Fig. 1: metal 1
Drawn at 8 px/um. Supply wires on this layer in grey.
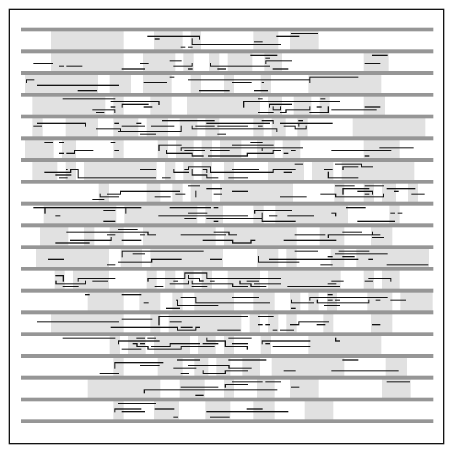
Fig. 2: placement density heat map
Drawn at 6 px/um. 11 x 11 tiles, from dark blue (low) to red (high), 0 to 100% covered.
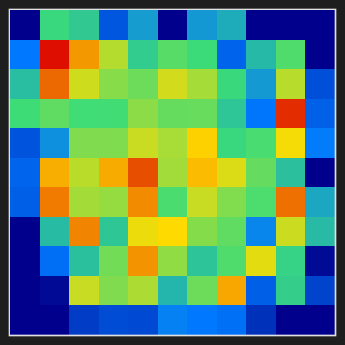
## config.mk

```make
export PLATFORM = sky130hd
export DESIGN_NAME = traffic_sensor_conditioner
export DESIGN_NICKNAME = d
export VERILOG_FILES = /design/src/rtl/traffic_pkg.sv /design/src/rtl/sensor_debounce.sv /design/src/rtl/traffic_sensor_conditioner.sv
export SDC_FILE = /design/constraint.sdc
export NUM_CORES = 1
export LEC_CHECK = 0
export ABC_AREA = 1
export CELL_PAD_IN_SITES_DETAIL_PLACEMENT = 1
export CELL_PAD_IN_SITES_GLOBAL_PLACEMENT = 1
export CORE_UTILIZATION = 38
export DETAILED_ROUTE_END_ITERATION = 10
export PLACE_DENSITY = 0.82
export SETUP_SLACK_MARGIN = 0.02
export SLEW_MARGIN = 25
export SYNTH_ARGS = -nofsm -noshare
export SYNTH_HDL_FRONTEND = slang
export SYNTH_HIERARCHICAL = 1
export SYNTH_SLANG_ARGS = --single-unit
```

## constraint.sdc

```tcl
create_clock -name clk -period 1.6 [get_ports clk]
set_input_delay 0.4 -clock clk [delete_from_list [all_inputs] [get_ports clk]]
set_output_delay 0.4 -clock clk [all_outputs]
set_load 0.02 [all_outputs]
```

## src/rtl/traffic_pkg.sv

```systemverilog
// Shared light encoding and default parameters for the traffic controller
// front end.
package traffic_pkg;

    typedef enum logic [1:0] {
        GREEN  = 2'b00,
        YELLOW = 2'b01,
        RED    = 2'b10
    } light_t;

    localparam int unsigned DEBOUNCE_CYCLES_DEF = 4;
    localparam int unsigned CNT_W_DEF           = 4;

endpackage

```

## src/rtl/sensor_debounce.sv

```systemverilog
// One street's detector path: two-flop synchroniser, debouncer, arrival edge
// detect, pending-request latch and saturating arrival counter.
module sensor_debounce
    import traffic_pkg::*;
#(
    parameter int unsigned DEBOUNCE_CYCLES = DEBOUNCE_CYCLES_DEF,
    parameter int unsigned CNT_W           = CNT_W_DEF
) (
    input  logic             clk,
    input  logic             reset,
    input  logic             raw,
    input  logic             green,
    output logic             req_out,
    output logic [CNT_W-1:0] cnt
);

    localparam int unsigned       DC_W    = $clog2(DEBOUNCE_CYCLES + 1);
    localparam logic [DC_W-1:0]   DC_LAST = DC_W'(DEBOUNCE_CYCLES - 1);
    localparam logic [CNT_W-1:0]  CNT_MAX = '1;

    logic            s1;
    logic            s2;
    logic            deb;
    logic            deb_q;
    logic [DC_W-1:0] dc;
    logic            req;
    logic            arr;

    assign arr = deb & ~deb_q;

    always_ff @(posedge clk or negedge reset) begin
        if (!reset) begin
            s1    <= 1'b0;
            s2    <= 1'b0;
            deb   <= 1'b0;
            deb_q <= 1'b0;
            dc    <= '0;
            req   <= 1'b0;
            cnt   <= '0;
        end else begin
            s1    <= raw;
            s2    <= s1;
            deb_q <= deb;

            // Any return of s2 to the accepted level restarts the stability count.
            if (s2 == deb) begin
                dc <= '0;
            end else if (dc == DC_LAST) begin
                deb <= s2;
                dc  <= '0;
            end else begin
                dc <= dc + DC_W'(1);
            end

            // Green clears even on an arrival cycle: that car is served by this green.
            if (green) begin
                req <= 1'b0;
            end else if (arr) begin
                req <= 1'b1;
            end

            if (green) begin
                cnt <= '0;
            end else if (arr && (cnt != CNT_MAX)) begin
                cnt <= cnt + CNT_W'(1);
            end
        end
    end

    // A car still on the detector holds the request through its own green.
    assign req_out = deb | req;

endmodule

```

## src/rtl/traffic_sensor_conditioner.sv

```systemverilog
// Conditions the raw street A/B car detectors into light_fsm's sa/sb requests,
// clearing each pending request once that street has been served green.
module traffic_sensor_conditioner
    import traffic_pkg::*;
#(
    parameter int unsigned DEBOUNCE_CYCLES = DEBOUNCE_CYCLES_DEF,
    parameter int unsigned CNT_W           = CNT_W_DEF
) (
    input  logic             clk,
    input  logic             reset,
    input  logic             raw_a,
    input  logic             raw_b,
    input  logic             la1,
    input  logic             la0,
    input  logic             lb1,
    input  logic             lb0,
    output logic             sa,
    output logic             sb,
    output logic [CNT_W-1:0] cnt_a,
    output logic [CNT_W-1:0] cnt_b
);

    logic green_a;
    logic green_b;

    // Only the exact GREEN code clears; YELLOW, RED and the illegal 2'b11 do not.
    assign green_a = ({la1, la0} == 2'(GREEN));
    assign green_b = ({lb1, lb0} == 2'(GREEN));

    sensor_debounce #(
        .DEBOUNCE_CYCLES(DEBOUNCE_CYCLES),
        .CNT_W          (CNT_W)
    ) u_street_a (
        .clk    (clk),
        .reset  (reset),
        .raw    (raw_a),
        .green  (green_a),
        .req_out(sa),
        .cnt    (cnt_a)
    );

    sensor_debounce #(
        .DEBOUNCE_CYCLES(DEBOUNCE_CYCLES),
        .CNT_W          (CNT_W)
    ) u_street_b (
        .clk    (clk),
        .reset  (reset),
        .raw    (raw_b),
        .green  (green_b),
        .req_out(sb),
        .cnt    (cnt_b)
    );

endmodule

```

==> results.cfg <==
; yosys + openroad results
[layout]
area_delta_synth_final_pct = 31.5
lay_top_count = nand2_1
seq_share_pct = 44.2
nFillCells = 297
mi_logic_area_um2 = 395
design_area_mm2 = 0.00136
largestClassByArea = flip-flops and latches

[logic_synthesis]
edf_count = 0
synthFlopType = dfrtp_1
area_leaders = dfrtp_1, nand2_1, ha_1
syn_area_per_cell_um2 = 9.65
most_common_cell = nand2_1
adder_share_pct = 4.85
synth.top_cell.area_share_pct = 58.2
fp_nets = 119
common_cells = nand2_1, dfrtp_1, nor2_1
synthCells = 107
xor_share_pct = 1.70
synth.distinct_cells = 17

[setup_path]
slowest_stage = dfrtp_1
crit_family = flip-flops
cp_cell_sequence = or2_4, buf_6
worstPathArrival_ps = 1100
slowest_delay_ps = 410

[power_and_ir_drop]
p_switching_mw = 0.865
finalPower_mw = 2.27
pg_seq_mw = 0.901
power-top-group = combinational cells
power_density_mw_per_mm2 = 1670

[floorplan]
tapcell.inserted = 30
rows = 18
die_area_mm2 = 0.00293
pin_count = 18

[clock_network]
cts_buffer_depth = 2
cts_tree = built
htree_levels = 1

[grt]
antenna_found_initial = 0
overflow = 0
grt.met2_usage_pct = 32.3
grt_use_total_pct = 18.5
met1_usage_pct = 20.9

[run]
maxCapViolCount = 0

[timing]
max-slew-margin-rel_pct = 78.4
setup_slack_ps = 99.4

[routing]
wl_per_cell_um = 13.4
met1Wirelength_um = 957
wl_met2_mm = 1.24
dr.max_layer_used = met4

[status]
outcome = finished clean

[placed_design]
globalplace.congestion = 0.792
Notes on Fig. 1 above:
share of all routed wire = 42%
nets with wire on the layer = 139
wire length on this layer = 958 um
main direction = horizontal
longest straight run = 16.6 um

Notes on Fig. 2 above:
densest ninth of the die = centre
emptiest ninth of the die = south-west
fullest tile = 98%

## path summary, 6_finish.rpt
check	start	end	slack, ps	cells past startpoint
setup / recovery	u_street_b/deb$_DFFE_PN0P_	sb	100	2
hold / removal	u_street_b/s1$_DFF_PN0_	u_street_b/s2$_DFF_PN0_	370	0
setup reg to reg	u_street_a/cnt[0]$_DFFE_PN0P_	u_street_a/cnt[0]$_DFFE_PN0P_	260	8
hold reg to reg	u_street_b/s1$_DFF_PN0_	u_street_b/s2$_DFF_PN0_	370	0
max in group asynchronous	reset	u_street_b/dc[0]$_DFF_PN0_	940	2
min in group asynchronous	reset	u_street_a/dc[1]$_DFF_PN0_	430	2
No activity file was given, so power comes from the tool's default toggle rates.
